<file path="src/rtl/n4_b10_stopwatch_ctrl_if.sv">
// Command/status bundle between user-command logic, the stopwatch controller
// and the 4-digit BCD counter it sequences.
interface n4_b10_stopwatch_ctrl_if;
  logic        start;
  logic        stop;
  logic        clear;
  logic        lap;
  logic [15:0] q;
  logic        eu;
  logic [15:0] target;
  logic        cnt_ei;
  logic        cnt_reset_;
  logic [15:0] lap_q;
  logic        lap_valid;
  logic        alarm;
  logic        ovf;
  logic [1:0]  state;

  modport master (
    output start, stop, clear, lap, q, eu, target,
    input  cnt_ei, cnt_reset_, lap_q, lap_valid, alarm, ovf, state
  );

  modport slave (
    input  start, stop, clear, lap, q, eu, target,
    output cnt_ei, cnt_reset_, lap_q, lap_valid, alarm, ovf, state
  );
endinterface

</file>
<file path="src/rtl/n4_b10_stopwatch_ctrl.sv">
// Stopwatch sequencer: prescaled count enable, counter clear, lap capture, target/overflow detect.
// Optional macro STOPWATCH_AUTO_RELOAD_EN: a target match restarts counting instead of entering DONE.
module n4_b10_stopwatch_ctrl #(
  parameter int unsigned PRESCALE = 10,
  parameter int unsigned PW       = 16
) (
  input  logic                   clock,
  input  logic                   reset,
  n4_b10_stopwatch_ctrl_if.slave bus
);

  typedef enum logic [1:0] {
    ST_IDLE  = 2'b00,
    ST_RUN   = 2'b01,
    ST_PAUSE = 2'b10,
    ST_DONE  = 2'b11
  } state_t;

  localparam logic [PW-1:0] LP_TERM = PW'(PRESCALE - 32'd1);

  state_t        r_state;
  logic [PW-1:0] r_presc;
  logic          r_cnt_ei;
  logic          r_cnt_rst_n;
  logic [15:0]   r_lap_q;
  logic          r_lap_valid;
  logic          r_alarm;
  logic          r_ovf;

  logic w_ovf_hit;
  logic w_match;
  logic w_lap_ok;
  logic w_halt;
  logic w_reload;

  // The counter wraps on the same edge that sees our enable together with its carry-out.
  assign w_ovf_hit = r_cnt_ei & bus.eu;
  assign w_lap_ok  = bus.lap & ((r_state == ST_RUN) | (r_state == ST_PAUSE));

`ifdef STOPWATCH_AUTO_RELOAD_EN
  // While the counter clear is in flight q still shows the old target; do not re-trigger.
  assign w_match  = (r_state == ST_RUN) & (bus.target != 16'h0000) & (bus.q == bus.target) & r_cnt_rst_n;
  assign w_halt   = w_ovf_hit;
  assign w_reload = w_match & ~w_ovf_hit;
`else
  assign w_match  = (r_state == ST_RUN) & (bus.target != 16'h0000) & (bus.q == bus.target);
  assign w_halt   = w_ovf_hit | w_match;
  assign w_reload = 1'b0;
`endif

  // Command sequencing, prescaler and all registered outputs.
  always_ff @(posedge clock or posedge reset) begin
    if (reset) begin
      r_state     <= ST_IDLE;
      r_presc     <= '0;
      r_cnt_ei    <= 1'b0;
      r_cnt_rst_n <= 1'b0;
      r_lap_q     <= 16'h0000;
      r_lap_valid <= 1'b0;
      r_alarm     <= 1'b0;
      r_ovf       <= 1'b0;
    end else begin
      r_cnt_ei    <= 1'b0;
      r_lap_valid <= 1'b0;
      r_cnt_rst_n <= 1'b1;
`ifdef STOPWATCH_AUTO_RELOAD_EN
      r_alarm     <= 1'b0;
`endif
      if (bus.clear) begin
        r_state     <= ST_IDLE;
        r_presc     <= '0;
        r_cnt_rst_n <= 1'b0;
        r_lap_q     <= 16'h0000;
        r_alarm     <= 1'b0;
        r_ovf       <= 1'b0;
      end else begin
        if (w_lap_ok) begin
          r_lap_q     <= bus.q;
          r_lap_valid <= 1'b1;
        end
        if (w_ovf_hit) begin
          r_ovf <= 1'b1;
        end
        if (w_match) begin
          r_alarm <= 1'b1;
        end
        if (w_halt) begin
          r_state <= ST_DONE;
        end else if (w_reload) begin
          r_cnt_rst_n <= 1'b0;
          r_presc     <= '0;
        end else begin
          case (r_state)
            ST_IDLE: begin
              if (bus.start) begin
                r_state <= ST_RUN;
                r_presc <= '0;
              end
            end
            ST_RUN: begin
              // Stop freezes the prescaler so a later resume keeps the exact phase.
              if (bus.stop) begin
                r_state <= ST_PAUSE;
              end else if (r_presc == LP_TERM) begin
                r_presc  <= '0;
                r_cnt_ei <= 1'b1;
              end else begin
                r_presc <= r_presc + {{(PW-1){1'b0}}, 1'b1};
              end
            end
            ST_PAUSE: begin
              if (bus.start) begin
                r_state <= ST_RUN;
              end
            end
            ST_DONE: begin
              r_state <= ST_DONE;
            end
            default: begin
              r_state <= ST_IDLE;
            end
          endcase
        end
      end
    end
  end

  assign bus.cnt_ei     = r_cnt_ei;
  assign bus.cnt_reset_ = r_cnt_rst_n;
  assign bus.lap_q      = r_lap_q;
  assign bus.lap_valid  = r_lap_valid;
  assign bus.alarm      = r_alarm;
  assign bus.ovf        = r_ovf;
  assign bus.state      = r_state;

endmodule

</file>
<file path="src/flat_wrapper.sv">
// flat-port wrapper written by rule: the top's interface ports become plain ports
module n4_b10_stopwatch_ctrl_flat 
#(
  parameter int unsigned PRESCALE = 10,
  parameter int unsigned PW       = 16
)
  (clock, reset, bus_start, bus_stop, bus_clear, bus_lap, bus_q, bus_eu, bus_target, bus_cnt_ei, bus_cnt_reset_, bus_lap_q, bus_lap_valid, bus_alarm, bus_ovf, bus_state);
  n4_b10_stopwatch_ctrl_if bus_i ();
  input  logic clock;
  input  logic reset;
  input wire logic [$bits(bus_i.start)-1:0] bus_start;
  input wire logic [$bits(bus_i.stop)-1:0] bus_stop;
  input wire logic [$bits(bus_i.clear)-1:0] bus_clear;
  input wire logic [$bits(bus_i.lap)-1:0] bus_lap;
  input wire logic [$bits(bus_i.q)-1:0] bus_q;
  input wire logic [$bits(bus_i.eu)-1:0] bus_eu;
  input wire logic [$bits(bus_i.target)-1:0] bus_target;
  output wire logic [$bits(bus_i.cnt_ei)-1:0] bus_cnt_ei;
  output wire logic [$bits(bus_i.cnt_reset_)-1:0] bus_cnt_reset_;
  output wire logic [$bits(bus_i.lap_q)-1:0] bus_lap_q;
  output wire logic [$bits(bus_i.lap_valid)-1:0] bus_lap_valid;
  output wire logic [$bits(bus_i.alarm)-1:0] bus_alarm;
  output wire logic [$bits(bus_i.ovf)-1:0] bus_ovf;
  output wire logic [$bits(bus_i.state)-1:0] bus_state;
  assign bus_i.start = bus_start;
  assign bus_i.stop = bus_stop;
  assign bus_i.clear = bus_clear;
  assign bus_i.lap = bus_lap;
  assign bus_i.q = bus_q;
  assign bus_i.eu = bus_eu;
  assign bus_i.target = bus_target;
  assign bus_cnt_ei = bus_i.cnt_ei;
  assign bus_cnt_reset_ = bus_i.cnt_reset_;
  assign bus_lap_q = bus_i.lap_q;
  assign bus_lap_valid = bus_i.lap_valid;
  assign bus_alarm = bus_i.alarm;
  assign bus_ovf = bus_i.ovf;
  assign bus_state = bus_i.state;
  n4_b10_stopwatch_ctrl #(.PRESCALE(PRESCALE), .PW(PW)) u_core (.clock(clock), .reset(reset), .bus(bus_i));
endmodule
</file>
<file path="config.mk">
export PLATFORM = sky130hd
export DESIGN_NAME = n4_b10_stopwatch_ctrl_flat
export DESIGN_NICKNAME = d
export VERILOG_FILES = /design/src/rtl/n4_b10_stopwatch_ctrl_if.sv /design/src/rtl/n4_b10_stopwatch_ctrl.sv /design/src/flat_wrapper.sv
export SDC_FILE = /design/constraint.sdc
export NUM_CORES = 1
export LEC_CHECK = 0
export CAP_MARGIN = 40
export CORE_AREA = 2 2 71 73
export CTS_CLUSTER_SIZE = 40
export DETAILED_ROUTE_END_ITERATION = 6
export DIE_AREA = 0 0 73 75
export PLACE_DENSITY = 0.83
export SLEW_MARGIN = 20
export SYNTH_ARGS = -nofsm -noshare
export SYNTH_HDL_FRONTEND = slang
export SYNTH_SLANG_ARGS = --single-unit
</file>
<file path="constraint.sdc">
create_clock -name clock -period 2.82 [get_ports clock]
set_clock_uncertainty 0.05 [all_clocks]
set_input_delay 0.282 -clock clock [delete_from_list [all_inputs] [get_ports clock]]
set_output_delay 0.282 -clock clock [all_outputs]
set_load 0.02 [all_outputs]
</file>
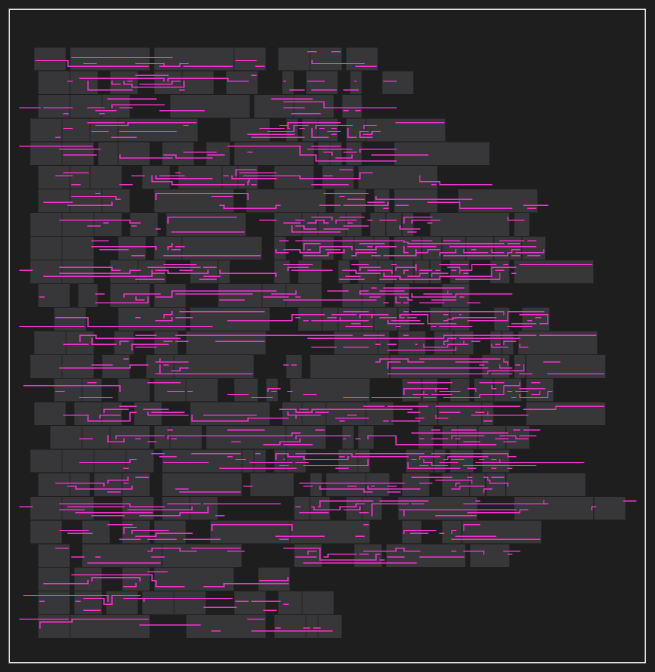
**Above:** M1 wires.
Cells faint in the background.
share of all routed wire	41%
longest straight run	20.2 µm

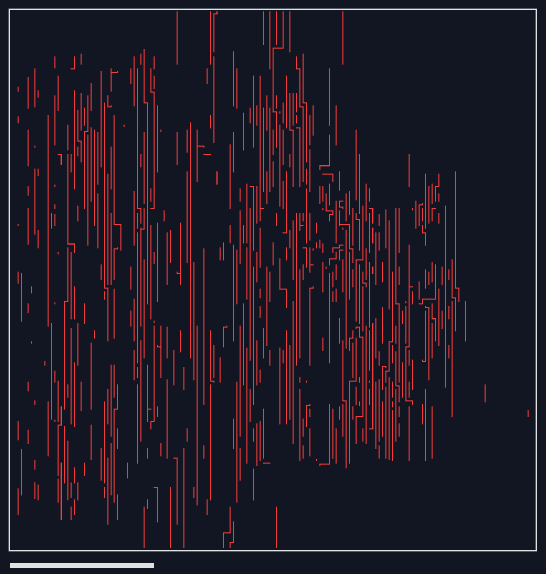
**Above:** signal wires on met2.
Scale bar: 20 µm.
longest straight run	32.6 µm
wire length on this layer	2680 µm
main direction	vertical

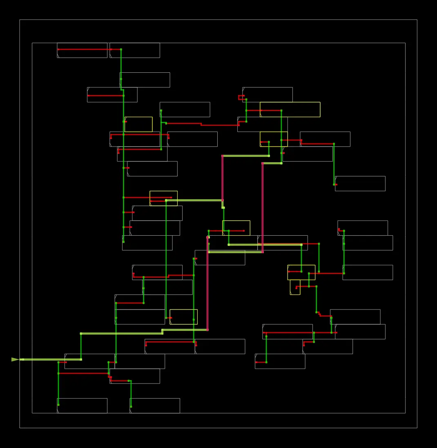
**Above:** clock wiring as the flow saved it.
flip-flops: 39
clk sinks: 39
final-layout clock buffer total: 6
Latency at later pin: 0.29 ns
CTS Buf Count: 5

==> results.sh <==
# flow metrics
export IMPL_status="finished, final reports clean"
export IMPL_coreArea_mm2=0.004661
export IMPL_place_gp_congestion=0.8635
export IMPL_simple_gate_share_pct=18.58
export IMPL_final_nets=320
export IMPL_maxSlewViolCount=0
export IMPL_cts_hold_fix_buffers=0
export IMPL_logic_family="AND-OR/OR-AND gates"
export IMPL_hold_viol_final=0
export IMPL_layout_drive_gt1_share_pct=8.696
export IMPL_antenna_found_initial=0
export IMPL_vias=2014
export IMPL_cp_end_kind="flip-flop"
export IMPL_post_cts_setup_buffer_count=0
export IMPL_cts_clk_slew_worst_paths_ns=0.08
export IMPL_place_area_mm2=0.002846
export IMPL_utilization_pct=63.60
export IMPL_ys_cells=212
export IMPL_layout_setup_ws_ns=0.5098
export IMPL_hold_class="primary input to asynchronous set/reset pin"
export IMPL_routed_wl_mm=5.459
export IMPL_cts_resized_gates=0
export IMPL_flop_cell="dfrtp_1"
export IMPL_n_fill_cell=355
export IMPL_synth_seq_share_pct=44.60
export IMPL_ios=62
export IMPL_htree_num_levels=2
export IMPL_clk_path_buf_depth=2
export IMPL_ys_top_cells_by_area="dfrtp_1 45%, a22o_1 6.4%, xnor2_1 4.8%, ha_1 3.4%, nand4_1 2.9%"
export IMPL_synth_adder_area_share_pct=3.431
export IMPL_final_cell_mix="61 x clkdlybuf4s50_1, 39 x dfrtp_1, 16 x a22o_1"
export IMPL_finalPower_w=0.001525
export IMPL_tightestPinTransition_ns=0.6031
export IMPL_num_rows=25
export IMPL_die_h_um=75
export IMPL_power_density_mw_per_mm2=514.4
export IMPL_tns_ns=0
export IMPL_die_w_um=73
export IMPL_io_buffer_count=61
export IMPL_stdcell_area_mm2=0.002964
export IMPL_fin_cells=330
export IMPL_grt_overflow=0
export IMPL_fp_util_pct=46.95
export IMPL_syn_area_mm2=0.002188
export IMPL_leakage_nw=1.225
export IMPL_max_freq_mhz=432.9
export IMPL_grt_max_degree=40
export IMPL_cp_required_ns=2.95
export IMPL_crit_arrival_ns=2.44
export IMPL_n_antenna_cell=0
export IMPL_cts_tree="done"
export IMPL_lay_top_count="clkdlybuf4s50_1"
export IMPL_synth_async_reset_ratio_pct=100.0
export IMPL_top_cell_area_share_pct=44.60
export IMPL_syn_to_final_growth_pct=35.45
export IMPL_synthXorXnorAreaFrac_pct=6.404
export IMPL_ys_sh_mux_pct=0.4574
export IMPL_maxCapViolations=0
export IMPL_period_used_pct=81.92
export IMPL_antenna_left=0
export IMPL_placed_cells=322
export IMPL_netlist_instances=212
export IMPL_slew_headroom_pct=59.79
export IMPL_final_setup_viol_count=0
export IMPL_avgSynthCellArea_um2=10.32
export IMPL_ys_warn_count=0
export IMPL_critPathMaxFanout=12
export IMPL_place_ws_ns=0.4115
export IMPL_drc=0
export IMPL_synth_edff_count=0
export IMPL_grt_pass1_vias=1940
export IMPL_compound_area_share_pct=22.01
export IMPL_ys_chip_area_mm2=0.002188
export IMPL_crit_type="flip-flop to flip-flop"
export IMPL_grt_total_usage_pct=21.25
export IMPL_ys_types=45
export IMPL_grt_pass1_wl_mm=8.949
export IMPL_fp_nets=257
export IMPL_openroad_warnings=31
export IMPL_drtPass1Iterations=4
export IMPL_largest_area_cell="dfrtp_1"
export IMPL_first_iter_violations=208
export IMPL_vdd_ir_drop_max_mv=0.2519
export IMPL_grt_setup_unrepaired="no"
export IMPL_dp_hpwl_mm=4.002
export IMPL_start_kind="flip-flop"
export IMPL_fp_dieArea_mm2=0.005475
cell usage after synthesis (4+ instances only):
cell type and count:
nand4_1 10, ha_1 6, xnor2_1 12, o31ai_1 7
inv_1 7, xor2_1 4, nor4_1 8, and3_1 4
nand2_1 6, a22o_1 16, nand3_1 8, o311ai_0 7
clkbuf_1 5, dfrtp_1 39, nor2_1 14, a21oi_1 10
critical path: stages (launching register included):
cell	delay, ns
dfrtp_1	0.44
inv_1	0.10
ha_1	0.35
mux2i_1	0.15
a221o_1	0.30
or3_4	0.46
o41ai_1	0.35
path summary, 6_finish.rpt:
kind | startpoint | slack (ns) | endpoint | cells past startpoint
worst min-delay path | reset | 0.35 | u_core.bus.lap_valid | 3
worst max-delay path | u_core.bus.state[1] | 0.51 | u_core.r_presc[10] | 6
worst min register to register | u_core.r_presc[15] | 0.46 | u_core.r_presc[15] | 1
worst max register to register | u_core.bus.state[1] | 0.51 | u_core.r_presc[10] | 6
min in group clock | u_core.r_presc[15] | 0.46 | u_core.r_presc[15] | 1
max in group asynchronous | reset | 2.04 | u_core.r_presc[10] | 3
layout make-up:
class / count / area (µm²) / share of cell area, %
sequential: 39 / 975.9 / 32.93
multi-input combinational: 154 / 1114 / 37.57
timing repair buffer: 68 / 663.1 / 22.37
clock inverter: 2 / 35.03 / 1.182
clock buffer: 6 / 82.58 / 2.786
inverter: 7 / 26.28 / 0.8865
tap: 54 / 67.56 / 2.279
where the power goes:
part	switching [W]	leakage [nW]	internal [W]	total [W]
Clock	0.000202	0.0612	0.000286	0.000488
Combinational	0.000217	0.629	0.000196	0.000413
Sequential	0.0000281	0.535	0.000595	0.000624
layer usage:
layer  up-vias  GRT usage, %  part of all wire [%]
met3        10         7.363                   8.4
met1       963         25.56                    41
met4         0         8.025                   1.2
li1        946             -                     -
met2        95         35.34                    49
met5         -             0                     0
Power figures rest on the tool's default switching activity, not on a simulated workload.
